File: config.mk
export PLATFORM = sky130hd
export DESIGN_NAME = piso_serializer
export DESIGN_NICKNAME = d
export VERILOG_FILES = /design/src/rtl/piso_serializer.sv
export SDC_FILE = /design/constraint.sdc
export NUM_CORES = 1
export LEC_CHECK = 0
export ABC_AREA = 1
export CAP_MARGIN = 0
export CORE_MARGIN = 2
export CORE_UTILIZATION = 40
export DETAILED_ROUTE_END_ITERATION = 10
export GPL_TIMING_DRIVEN = 0
export SYNTH_ARGS = -nofsm -noshare
export SYNTH_HDL_FRONTEND = slang
export SYNTH_SLANG_ARGS = --single-unit
File: constraint.sdc
create_clock -name clk -period 2.4 [get_ports clk]
set_input_delay 0.36 -clock clk [delete_from_list [all_inputs] [get_ports clk]]
set_output_delay 0.36 -clock clk [all_outputs]
set_load 0.01 [all_outputs]
File: src/rtl/piso_serializer.sv
// piso_serializer: valid/ready word serializer with per-word bit order and a guard gap between frames
module piso_serializer #(
  parameter int WIDTH    = 8,
  parameter int GAP      = 2,
  parameter bit IDLE_BIT = 1'b0
) (
  input  logic             clk,
  input  logic             rst,
  input  logic [WIDTH-1:0] par_in,
  input  logic             in_valid,
  output logic             in_ready,
  input  logic             msb_first,
  output logic             se_out,
  output logic             se_en,
  output logic             dir_out,
  output logic             frame_done
);
  localparam int CW = $clog2(WIDTH + 1);
  localparam logic [7:0] GAP_L = 8'(GAP);
  typedef enum logic [1:0] {IDLE, SHIFT, GUARD} state_t;
  state_t           state_q, state_d;
  logic [WIDTH-1:0] sr_q, sr_d;
  logic [CW-1:0]    cnt_q, cnt_d;
  logic [7:0]       gap_q, gap_d;
  logic             se_out_q, se_out_d, se_en_q, se_en_d, dir_q, dir_d, done_q, done_d;
  logic             accept;
  assign in_ready   = (state_q == IDLE) && !rst;
  assign accept     = in_valid && in_ready;
  assign se_out     = se_out_q;
  assign se_en      = se_en_q;
  assign dir_out    = dir_q;
  assign frame_done = done_q;
  always_comb begin
    state_d  = state_q;
    sr_d     = sr_q;
    cnt_d    = cnt_q;
    gap_d    = gap_q;
    se_out_d = se_out_q;
    se_en_d  = se_en_q;
    dir_d    = dir_q;
    done_d   = 1'b0;
    case (state_q)
      IDLE: if (accept) begin
        sr_d     = msb_first ? par_in << 1 : par_in >> 1;
        se_out_d = msb_first ? par_in[WIDTH-1] : par_in[0];
        dir_d    = msb_first;
        se_en_d  = 1'b1;
        cnt_d    = CW'(1);
        state_d  = SHIFT;
      end
      SHIFT: if (cnt_q < CW'(WIDTH)) begin
        se_out_d = dir_q ? sr_q[WIDTH-1] : sr_q[0];
        sr_d     = dir_q ? sr_q << 1 : sr_q >> 1;
        cnt_d    = cnt_q + 1'b1;
        done_d   = (cnt_q == CW'(WIDTH - 1));
      end else begin
        se_en_d  = 1'b0;
        se_out_d = IDLE_BIT;
        cnt_d    = '0;
        gap_d    = GAP_L;
        state_d  = (GAP == 0) ? IDLE : GUARD;
      end
      GUARD: begin
        gap_d   = gap_q - 1'b1;
        state_d = (gap_q <= 8'd1) ? IDLE : GUARD;
      end
      default: state_d = IDLE;
    endcase
  end
  always_ff @(posedge clk) begin
    if (rst) begin
      state_q  <= IDLE;
      sr_q     <= '0;
      cnt_q    <= '0;
      gap_q    <= '0;
      se_out_q <= IDLE_BIT;
      se_en_q  <= 1'b0;
      dir_q    <= 1'b0;
      done_q   <= 1'b0;
    end else begin
      state_q  <= state_d;
      sr_q     <= sr_d;
      cnt_q    <= cnt_d;
      gap_q    <= gap_d;
      se_out_q <= se_out_d;
      se_en_q  <= se_en_d;
      dir_q    <= dir_d;
      done_q   <= done_d;
    end
  end
endmodule
Fig. 1: run 1, clock wires, drivers and flops
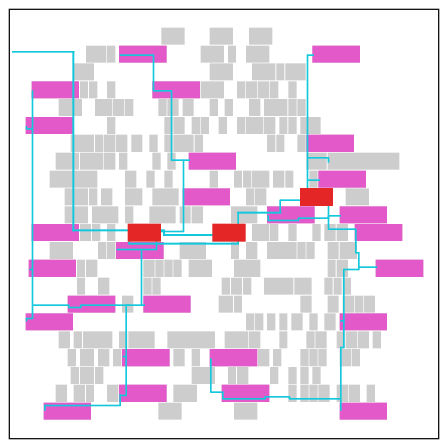
Key: clock wires = cyan [length 350 µm]; flip-flops = magenta [count 26]; clock-net drivers = red [count 3]
There are 4 routed clock nets. Position of the flops: spread over the die.

Fig. 2: run 1, floorplan with the power grid
Pins as bars on the die edge. Tap cells in gray.
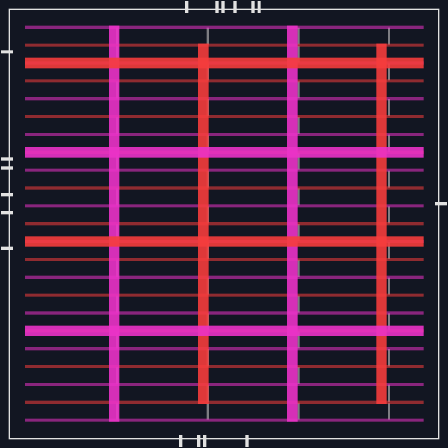
Key: VSS = magenta; VDD = red
23 met1 rails follow the rows. 4 straps on met4. 4 straps on met5. 17 signal pins sit on the boundary.

Fig. 3: run 1, cells colored by class
Bar = 20 µm.
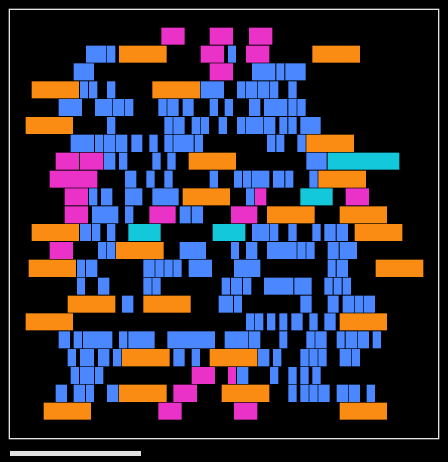
Key: remaining buffers and delay cells = magenta [cells 21, share of their area 12%]; clock drivers and dummy loads = cyan [cells 4, share of their area 4.1%]; registers = orange [cells 26, share of their area 30%]; remaining logic cells = blue [cells 180, share of their area 54%]

==> changes_impl.md, run 1 <==
### Changed

* Total congestion overflow at 0
* Root buffer cell: clkbuf_8
* Min-Delay Path Depth at 2
* Final non-filler cell total at 279
* Pint at 0.000765 W
* Total GRT Usage at 17.1%
* Worst r2r dst: gap_q[6]
* Setup bufs post-CTS at 0
* Die y size at 65.2 µm
* Crit path to: in_ready
* Fin crit share at 92.4%
* Main flop type: dfxtp_1
* Type of the worst setup path: in -> out
* Largest net degree at the start of global routing at 16
* First-pass GRT wire length at 5.66 mm
* DR DRC count at 0
* CTS tree: done
* Nets at 247
* Post-CTS sizing at 0
* Worst-path clk slew at 0.09 ns
* Fp util at 41.2%
* Number of global-route vias before repair at 1287
* Layout cells sized above 1 at 13.4%
* Synthesized instance count at 211
* Ant. Diodes at 0
* Critical-path cell list: clkdlybuf4s50_1, clkbuf_1, nor3_1, clkdlybuf4s50_1
* Switch Pwr at 0.000266 W
* Cell Area, Synth at 1500 µm²
* Pwr top: sequential cells
* Inserted Clock Buffers at 3
* Fillers at 382
* Most used cell along the critical path: clkdlybuf4s50_1
* Peak supply drop at 0.000408 V
* Outcome: finished, final reports clean
* Flop-to-flop setup slack at 0.94 ns
* Seq pwr share at 46.7%
* Setup Skew at 0.00296 ns
* CP startpoint kind: input pin
* WP data arrival at 1.86 ns
* Clk pwr share at 35.3%
* PwrDens at 576 nW/µm²
* Max incr delay on CP at 0.51 ns
* Max clock buf depth at 2
* Synth cell count leaders: 38 x nand2_1, 35 x nor2_1, 26 x dfxtp_1, 21 x inv_1, 18 x o21ai_0
* Switch share at 25.8%
[run 1: layer usage]
metal  wire length, µm  global-route usage [%]
met2              1430                    26.8
met1              1650                    23.4
met3               111                    4.45
met4                27                    4.17
met5                 0                       0
[run 1: area by class of cell]
type / count / area share (%)
multi-input combinational: 155 / 46.5
tap: 48 / 3.36
timing repair buffer: 16 / 8.95
sequential: 26 / 29.1
inverter: 25 / 5.24
clock buffer: 3 / 2.31
clock inverter: 1 / 1.68
buffer: 5 / 2.87
[run 1: flip-flops by register name (all words and copies together), names as in the netlist]
name / cells
cnt_q: 4
se_en: 1
frame_done: 1
se_out: 1
gap_q: 8
sr_q: 8
state_q: 2
dir_out: 1
[run 1: worst max-delay path: cells and delay by family]
kind | cells | cell delay (ns)
buf+inv | 3 | 1.41
simple gates | 1 | 0.09
Fig. 4: run 1, routing congestion map
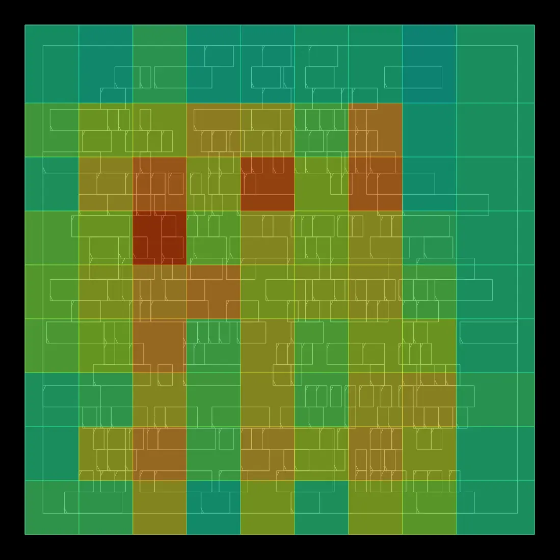

==> run 1 -> run 2 <==
--- a/config.mk
+++ b/config.mk
@@ -7,6 +7,7 @@
 export LEC_CHECK = 0
 export ABC_AREA = 1
 export CAP_MARGIN = 0
+export CORE_ASPECT_RATIO = 0.7
 export CORE_MARGIN = 2
 export CORE_UTILIZATION = 40
 export DETAILED_ROUTE_END_ITERATION = 10
Fig. 5: run 2, routing congestion map
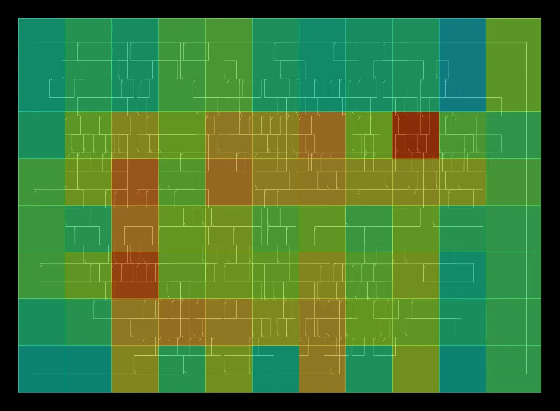
Final Core Density: 50.4%
met3 Usage GRT: 4.38%

Fig. 6: run 2, register map, names as in the netlist
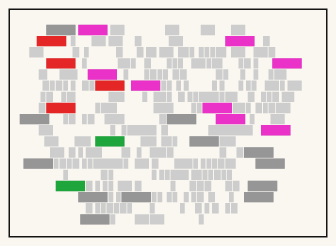
Key: state_q = green [flops 2]; cnt_q = red [flops 4]; sr_q = magenta [flops 8]

Fig. 7: run 2, clock wires, drivers and flops
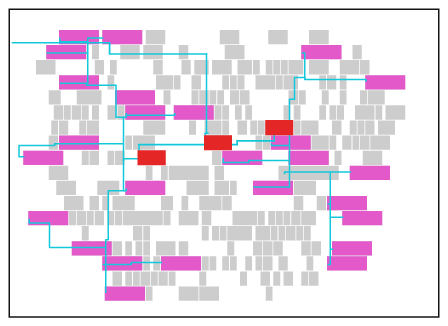
Key: clock wires = cyan [length 326 µm]; flip-flops = magenta [count 26]; clock-net drivers = red [count 3]
There are 4 routed clock nets. Position of the flops: spread over the die.

==> changes_impl.md, run 2 <==
### Changed

* Min-Delay Path Depth at 2 (unchanged)
* Latency at later pin at 0.27 ns
* Synth cell count leaders: 38 x nand2_1, 35 x nor2_1, 26 x dfxtp_1, 21 x inv_1, 18 x o21ai_0
* H-tree depth at 1
* Cell Area, Synth at 1500 µm² (unchanged)
* Comb power at 0.000186 W
* Fp util at 42.1% (+0.87 points)
* Max clock buf depth at 2 (unchanged)
* Endpoints failing setup at 0
* Largest regs: gap_q: 8 flops, sr_q: 8 flops, cnt_q: 4 flops
* Worst r2r dst: gap_q[6]
* Flop-to-flop setup slack at 0.92 ns (-0.02 ns)
* Routed WL at 3.39 mm
* Synthesized instance count at 211 (unchanged)
* CTS tree: done
* Seq pwr share at 46.8% (about the same)
* Switch share at 25.8% (about the same)
* Peak supply drop at 0.000309 V (-24%)
* Ant. Diodes at 0 (unchanged)
* I/O pin count at 17
* Number of global-route vias before repair at 1140 (-11%)
* Root buffer cell: clkbuf_8
* Pint at 0.000764 W (about the same)
* Layout cells sized above 1 at 13.4% (unchanged)
* Largest net degree at the start of global routing at 16 (unchanged)
* CP startpoint kind: input pin
* Nets at 247 (unchanged)
* Highest routed layer: met4
* Met1 Usage GRT at 24.7% (+1.3 points)
* PwrDens at 575 nW/µm² (-0.11%)
* Routed via count at 1319
* Fin crit share at 93.1% (+0.72 points)
* Worst-path clk slew at 0.10 ns (about the same)
* Setup Skew at 0.00995 ns (+0.00699 ns)
* WHS Endpoint: se_en
* Total congestion overflow at 0 (unchanged)
* PortBufs at 16
* Total GRT Usage at 16.6% (-0.46 points)
* DR DRC count at 0 (unchanged)
* Fillers at 373 (-2.4%)
* Synth Area in Simple Gates at 34.0%
* WP data arrival at 1.88 ns (+0.02 ns)
* Gr busiest metal: met2
* Post-CTS sizing at 0 (unchanged)
* Main flop type: dfxtp_1
* Top area contributor share at 34.8%
* Clk pwr share at 35.2% (about the same)
* GR Util met2 at 24.8% (-2.0 points)
* Switch Pwr at 0.000266 W (+0.11%)
* Met3 wire length at 194 µm (+75%)
* Die y size at 55.2 µm (-15%)
* WL met2 at 1.27 mm (-11%)
* Setup bufs post-CTS at 0 (unchanged)
* GPL Wtd Cong at 0.800
* First-pass GRT wire length at 5.44 mm (-3.8%)
* Outcome: finished, final reports clean
* Pwr top: sequential cells
* Inserted Clock Buffers at 3 (unchanged)
* Achievable Freq at 447 MHz
run 2: cell type report:
| class | count | share of cell area (%) |
|---|---|---|
| multi-input combinational | 155 | 46.4 |
| clock inverter | 1 | 1.68 |
| inverter | 25 | 5.24 |
| clock buffer | 3 | 2.30 |
| sequential | 26 | 29.1 |
| tap | 50 | 3.49 |
| timing repair buffer | 16 | 8.94 |
| buffer | 5 | 2.86 |
run 2: worst max path at each step:
stage	slack, ns	to
floorplan	1.15	gap_q[6]
global placement	0.12	in_ready
detailed placement	0.16	in_ready
CTS	0.15	in_ready
global route	0.07	in_ready
finish	0.16	in_ready
run 2: critical path, stage by stage:
cell and delay, ns:
clkdlybuf4s50_1 0.50, clkbuf_1 0.42, nor3_1 0.09, clkdlybuf4s50_1 0.50
Fig. 8: run 2, floorplan with the power grid
Pins as bars on the die edge. Tap cells in gray.
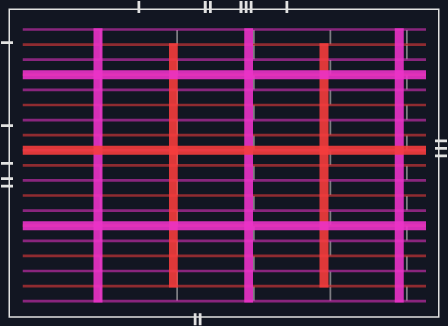

==> run 2 -> run 3 <==
--- a/config.mk
+++ b/config.mk
@@ -8,7 +8,6 @@
 export ABC_AREA = 1
 export CAP_MARGIN = 0
 export CORE_ASPECT_RATIO = 0.7
-export CORE_MARGIN = 2
 export CORE_UTILIZATION = 40
 export DETAILED_ROUTE_END_ITERATION = 10
 export GPL_TIMING_DRIVEN = 0
Fig. 9: run 3, floorplan with the power grid
Pins as bars on the die edge. Tap cells in gray.
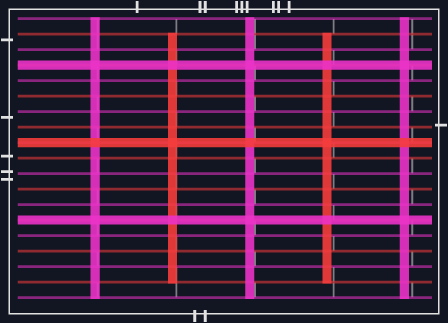
Key: VDD = red; VSS = magenta
The core has 18 rows. 17 signal pins sit on the boundary. 19 met1 rails follow the rows. 5 straps on met4. 3 straps on met5.

Fig. 10: run 3, register map, names as in the netlist
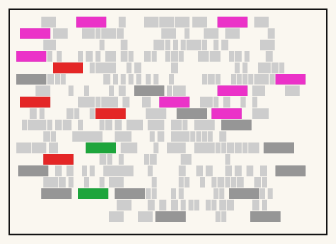
Key: state_q = green [flops 2]; sr_q = magenta [flops 8]; cnt_q = red [flops 4, where middle left]
Another 12 sequential cells are not colored.

==> changes_impl.md, run 3 <==
### Changed

* Outcome: finished, final reports clean
* Biggest Area Class: multi-input combinational cells
* Fin crit share at 94.6% (+1.5 points)
* Seq area share at 29.3% (+0.27 points)
* Worst-path clk slew at 0.10 ns (about the same)
* # Taps at 50 (unchanged)
* PwrDens at 543 nW/µm² (-5.6%)
* Cell Area, Synth at 1500 µm² (unchanged)
* Buf+Inv Stages, Crit Path at 3 (unchanged)
* Setup Skew at 0.00297 ns (-0.00698 ns)
* Top area contributor share at 34.8% (unchanged)
* WP data arrival at 1.91 ns (+0.03 ns)
* Synthesized instance count at 211 (unchanged)
* Flop-to-flop setup slack at 0.93 ns (about the same)
* Comb area share at 46.9% (+0.43 points)
* Root buffer cell: clkbuf_8
* Most used cell along the critical path: clkdlybuf4s50_1
* Met3 wire length at 149 µm (-23%)
* Clk_buf instances at 4 (+1)
* Critical-path cell list: clkdlybuf4s50_1, clkbuf_1, nor3_1, clkdlybuf4s50_1
* Die y size at 53.2 µm (-3.6%)
* Inserted Clock Buffers at 3 (unchanged)
* Endpoints failing setup at 0 (unchanged)
* WL met2 at 1.29 mm (+1.1%)
* Latency at later pin at 0.28 ns (about the same)
* Switch Pwr at 0.000275 W (+3.4%)
* #MultiIn Comb at 155 (unchanged)
* Pwr top: sequential cells
* Total GRT Usage at 19.6% (+3.0 points)
* Crit path max fanout at 10
* Setup bufs post-CTS at 0 (unchanged)
* DR DRC count at 0 (unchanged)
* Non-clock buffers, area share at 11.9% (+0.11 points)
* H-tree depth at 1 (unchanged)
* Met3 Usage GRT at 5.33% (+0.95 points)
* Post-CTS sizing at 0 (unchanged)
* Number of global-route vias before repair at 1220 (+7.0%)
* Max incr delay on CP at 0.59 ns (+0.09 ns)
* Total congestion overflow at 0 (unchanged)
* Largest regs: gap_q: 8 flops, sr_q: 8 flops, cnt_q: 4 flops
* Pint at 0.000688 W (-10%)
* Ant. Diodes at 0 (unchanged)
* Nonclk buf count at 21 (unchanged)
* GR Util met2 at 26.0% (+1.2 points)
* Clk pwr share at 30.8% (-4.4 points)
* Min-Delay Path Depth at 2 (unchanged)
* Synth cell count leaders: 38 x nand2_1, 35 x nor2_1, 26 x dfxtp_1, 21 x inv_1, 18 x o21ai_0
* Routed WL at 3.37 mm (-0.65%)
* Achievable Freq at 440 MHz (-1.6%)
* Main flop type: dfxtp_1
* Family with the most delay on the worst path: buffers and inverters
* GPL Wtd Cong at 0.809 (+1.1%)
* Nets at 247 (unchanged)
* Layout cells sized above 1 at 13.4% (unchanged)
* Fp util at 42.1% (unchanged)
* Highest routed layer: met4
* PortBufs at 16 (unchanged)
* Gr busiest metal: met1
* First-pass GRT wire length at 5.73 mm (+5.3%)
* Routed via count at 1350 (+2.4%)
Fig. 11: run 3, routing congestion map
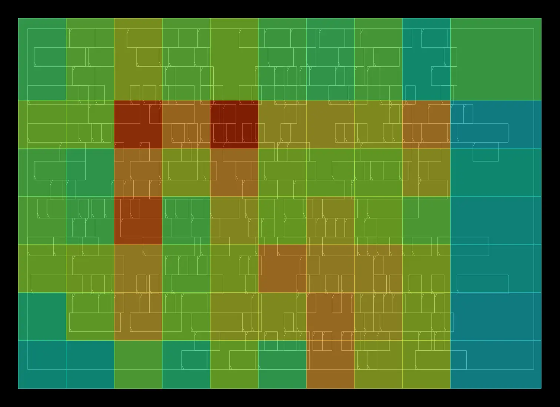
mean routed wirelength per cell: 12.0 µm
met1 Usage GRT: 30.0%

run 3: cell counts after synthesis:
No cell type changed its count.
run 3: through the flow:
stage	power (W)	setup slack (ns)	instance area (µm²)	utilization [%]	instances
after floorplan	0.000613	1.15	1500	-	211
after global placement	0.000677	0.138	1720	48.3	277
after detailed placement	0.000678	0.141	1720	48.3	277
after CTS	0.000971	0.121	1780	49.9	281
after global routing	0.00102	0.0504	1780	49.9	281
final	0.000963	0.129	1780	49.9	281
run 3: worst max path at each step:
stage | end | start | cells past startpoint
floorplan | gap_q[6] | gap_q[0] | 7
global placement | in_ready | rst | 4
detailed placement | in_ready | rst | 4
CTS | in_ready | rst | 4
global route | in_ready | rst | 4
finish | in_ready | rst | 4
Power and IR drop assume default switching activity.
